==> config.mk <==
export PLATFORM = sky130hd
export DESIGN_NAME = nec_prefetch_queue
export DESIGN_NICKNAME = d
export VERILOG_FILES = /design/src/rtl/nec_prefetch_queue_pkg.sv /design/src/rtl/nec_prefetch_queue_ring.sv /design/src/rtl/nec_prefetch_queue.sv
export SDC_FILE = /design/constraint.sdc
export NUM_CORES = 1
export LEC_CHECK = 0
export CAP_MARGIN = 25
export CORE_ASPECT_RATIO = 1.1
export CORE_MARGIN = 5
export CORE_UTILIZATION = 54
export DETAILED_ROUTE_END_ITERATION = 16
export DONT_BUFFER_PORTS = 1
export GPL_ROUTABILITY_DRIVEN = 0
export HOLD_SLACK_MARGIN = 0.12
export MAX_ROUTING_LAYER = met4
export PLACE_DENSITY = 0.73
export SETUP_SLACK_MARGIN = 0.2
export SYNTH_ARGS = -nofsm -noshare
export SYNTH_HDL_FRONTEND = slang
export SYNTH_SLANG_ARGS = --single-unit
==> constraint.sdc <==
create_clock -name clk -period 3.1 [get_ports clk]
set_input_delay 0.62 -clock clk [delete_from_list [all_inputs] [get_ports clk]]
set_output_delay 0.62 -clock clk [all_outputs]
set_load 0.01 [all_outputs]
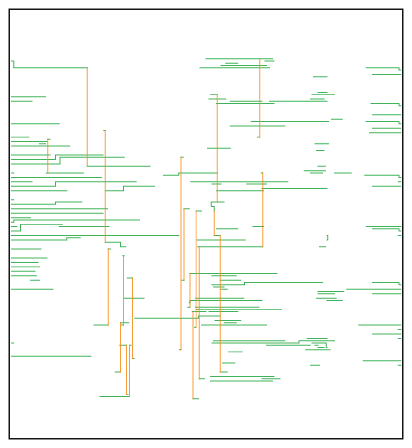
run_1/layers.png
Only two layers are drawn.
color	layer	wire length
orange	M4	509 µm
green	M3	1610 µm
WL per Instance: 22.05 µm
routed vias: 5246
Total Routed Length: 17910 µm
total routing usage reported by global routing: 24.56%

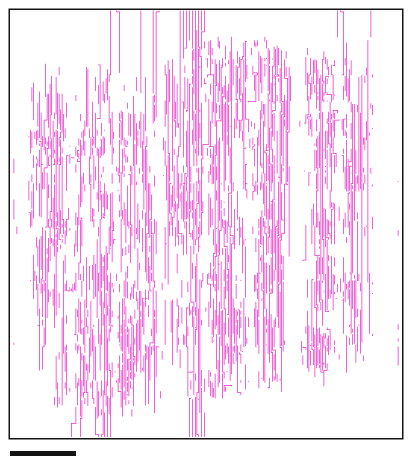
run_1/m2.png
Scale bar: 20 µm.
wire length on this layer	9090 µm
nets with wire on the layer	602
routing usage on met2: 42.04%

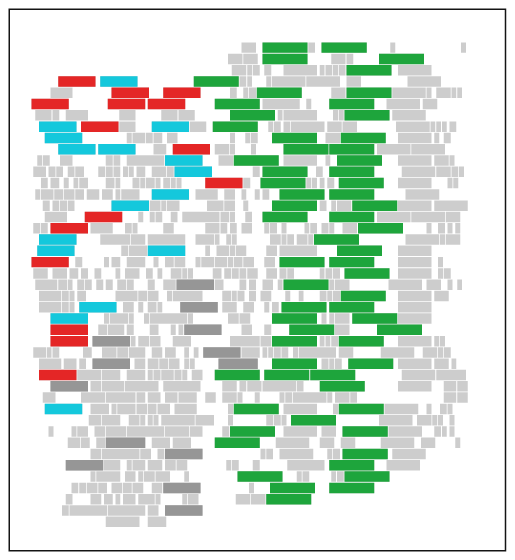
run_1/ff_map.png
Other sequential cells in the stronger gray, the rest of the logic in the fainter gray.
color	netlist name	flops
cyan	ip	16
red	fetch_addr	15
green	u_ring.mem	64
not colored	13
sequential cell area in the final layout: 3025 µm²
flip-flop and latch share of the layout cell area: 38.36%

==> run_results.csv <==
group,metric,value,unit
run_status,outcome,"finished, violations left",
run_status,failed_checks,"setup timing",
setup_path,critPathArrivalTime,3.45,ns
global_routing,first_global_vias,5392,
setup_path,cp_max_fo,3,
synthesis,share_of_the_yosys_chip_area_belonging_to_registers,42.69,%
global_routing,grt_util_met1,28.12,%
pwr,comb_power,0.00352,W
pwr,power.sequential.total,0.00213,W
pwr,power_report.internal_total,0.004084,W
final_timing,rsz_0062_raised_after_global_routing,"yes",
global_routing,grtUsageMet3,5.895,%
synthesis,async_reset_ff_share,40.74,%
setup_path,critPathMaxStageDelay,0.44,ns
layout,layout_top_cells,"75 x sky130_fd_sc_hd__nor2_1, 75 x sky130_fd_sc_hd__a21oi_1, 64 x sky130_fd_sc_hd__edfxtp_1, 55 x sky130_fd_sc_hd__nand2_1, 48 x sky130_fd_sc_hd__mux4_2",
layout,insertedDiodeCount,0,
pwr,ir_drop,0.6679,mV
routing,met3_length,1614,µm
clocking,clock_tree.root_cell,"sky130_fd_sc_hd__clkbuf_16",
place,placed_cell_area,7501,µm²
synthesis,yosysWarnings,0,
routing,vias_per_cell,6.461,
flow_run,max_cap_viol_count,0,
synthesis,cell_types_with_the_highest_counts_after_synthesis,"78 x sky130_fd_sc_hd__a21oi_1, 77 x sky130_fd_sc_hd__nor2_1, 64 x sky130_fd_sc_hd__edfxtp_1",
clocking,clkSlewWorstSetupHoldPaths,0.07,ns
pwr,clkPwrFrac,15.8,%
pwr,share_comb_of_total_power,52.5,%
layout,comb_area,3923,µm²
synthesis,numSynthFlops,108,
clocking,clock_tree_from_tritoncts,"yes",
final_timing,timing.fmax,314.4,MHz
synthesis,fa_ha_area_share,4.947,%
synthesis,syn-cell-area,7082,µm²
final_timing,setup_slack,-0.08117,ns
final_timing,finalMaxSlewViolations,0,
synthesis,yosys.area_share.simple,11.25,%
layout,nets_final,716,
setup_path,r2r_cells,14,
place,post_place_cells,789,
layout,clockBufferCount,10,
final_timing,post_layout_minimum_cycle_time,3.181,ns
clocking,cts_repair_resize_count,2,
layout,final_layout_size_suffix_gt1_share,25.34,%
place,post-place-ws,-0.3508,ns
global_routing,grt_start_max_net_pins,50,
final_timing,slew_headroom,38.53,%
global_routing,grt_most_used_layer,"met2",
place,place.detailed.hpwl,13250,µm
routing,detail_route.iter0.violations,475,
layout,multi_input_comb_cells,461,
clocking,clk-insertion-delay-late,0.35,ns
layout,post-route-cell-area,7886,µm²
floorplanning,die_area,15510,µm²
final_timing,hold_slack,0.3472,ns
floorplanning,die_height,130.1,µm
setup_path,setup_slack_of_the_most_critical_reg_to_reg_path,-0.08,ns
place,numPortBuffers,0,
setup_path,setup.worst_path.end_class,"flip-flop",
global_routing,grt_remaining_overflow,0,
setup_path,timing.critical_path.depth,14,
global_routing,grt_first_pass_wirelength,28790,µm
setup_path,kind_of_start_point_of_the_critical_path,"flip-flop",
layout,area.share.combinational,49.74,%
synthesis,yosysChipArea,7082,µm²
routing,highest-signal-layer,"met4",
setup_path,path_delay_family,"adder cells",
clocking,clock_sink_count,108,
pwr,switching_power,0.002631,W
routing,wirelength_met1,6696,µm
layout,layout.non_clock_buffers,48,
floorplanning,well_tap_count,157,
synthesis,synth_xor_xnor_area_share,1.360,%
layout,flow.area_growth_from_synthesis,11.36,%
global_routing,grt_antenna_before_repair,0,
pwr,pwr_density_cell,851.5,nW/µm²
pwr,sequentialPowerShare,31.7,%
final_timing,final-hold-violation-count,0,
routing,detailedRoute.firstPassIterationCount,5,
pwr,power.total,0.006716,W
synthesis,post_synth_mux_area_share,24.95,%
synthesis,count_of_flip_flops_with_a_built_in_enable_after_synthesis,64,
layout,clock_tree_area_fraction,3.379,%
clocking,ctsHoldBuffers,0,
synthesis,synth.top_cell.area_share,27.14,%
layout,flop-count,108,
setup_path,critical_path_required,3.37,ns
layout,biggestCellCategory,"logic gates",
routing,route.met2.wl,9089,µm
synthesis,topCombFamilyByArea,"multiplexers",
final_timing,setup_viol,1,
pwr,top_power_group,"combinational logic",
clocking,cts.repair_timing.setup_buffer_count,4,
final_timing,totalNegativeSetupSlack,-0.08117,ns
clocking,clock_buffers_created_by_tritoncts,9,
floorplanning,num_io_pins,86,
layout,nonClkBufAreaFrac,4.982,%
layout,postLayoutCoreUtil,61.85,%
synthesis,synth_cells,634,
final_timing,worstMarginPinSlew,0.9207,ns
pwr,netSwitchingFraction,39.18,%
layout,largest_register_ffs,64,
final_timing,post-route-period-util,102.6,%
final_timing,clock-skew-final,0.006568,ns
clocking,cts.path.max_buffers,2,
synthesis,top_cells_by_area,"sky130_fd_sc_hd__edfxtp_1 27%, sky130_fd_sc_hd__dfrtp_1 16%, sky130_fd_sc_hd__mux4_2 15%, sky130_fd_sc_hd__mux2i_1 6.5%, sky130_fd_sc_hd__a21oi_1 5.5%",
layout,n_fill_cell,1001,
synthesis,synthMostInstantiatedCell,"sky130_fd_sc_hd__a21oi_1",
synthesis,synth.net_count,700,
synthesis,synth_cell_type_count,55,
setup_path,path_cells,"inv_2, ha_4, a211oi_2, o21ai_2, nand2_2, mux2i_4, nand2b_4, fa_1, ha_1, a21o_1, a21oi_2, xnor2_2, or3_1, o211ai_1",
pwr,clock_group_total_power,0.00106,W
setup_path,critical-path-slowest-cell,"sky130_fd_sc_hd__fa_1",
floorplanning,floorplan_utilization,55.54,%
routing,drt_drc_violations_left,0,
min_path,min-delay-path-class,"input port to async pin",
setup_path,crit_type,"flip-flop to flip-flop",
setup_path,cp.buffers_inverters,1,
synthesis,synth.cellmix.compoundShare,10.64,%
synthesis,postSynthAreaPerCell,11.17,µm²
clocking,htreeDepth,3,
synthesis,yosys_most_used_dff,"sky130_fd_sc_hd__edfxtp_1",
Power and IR drop assume default switching activity.
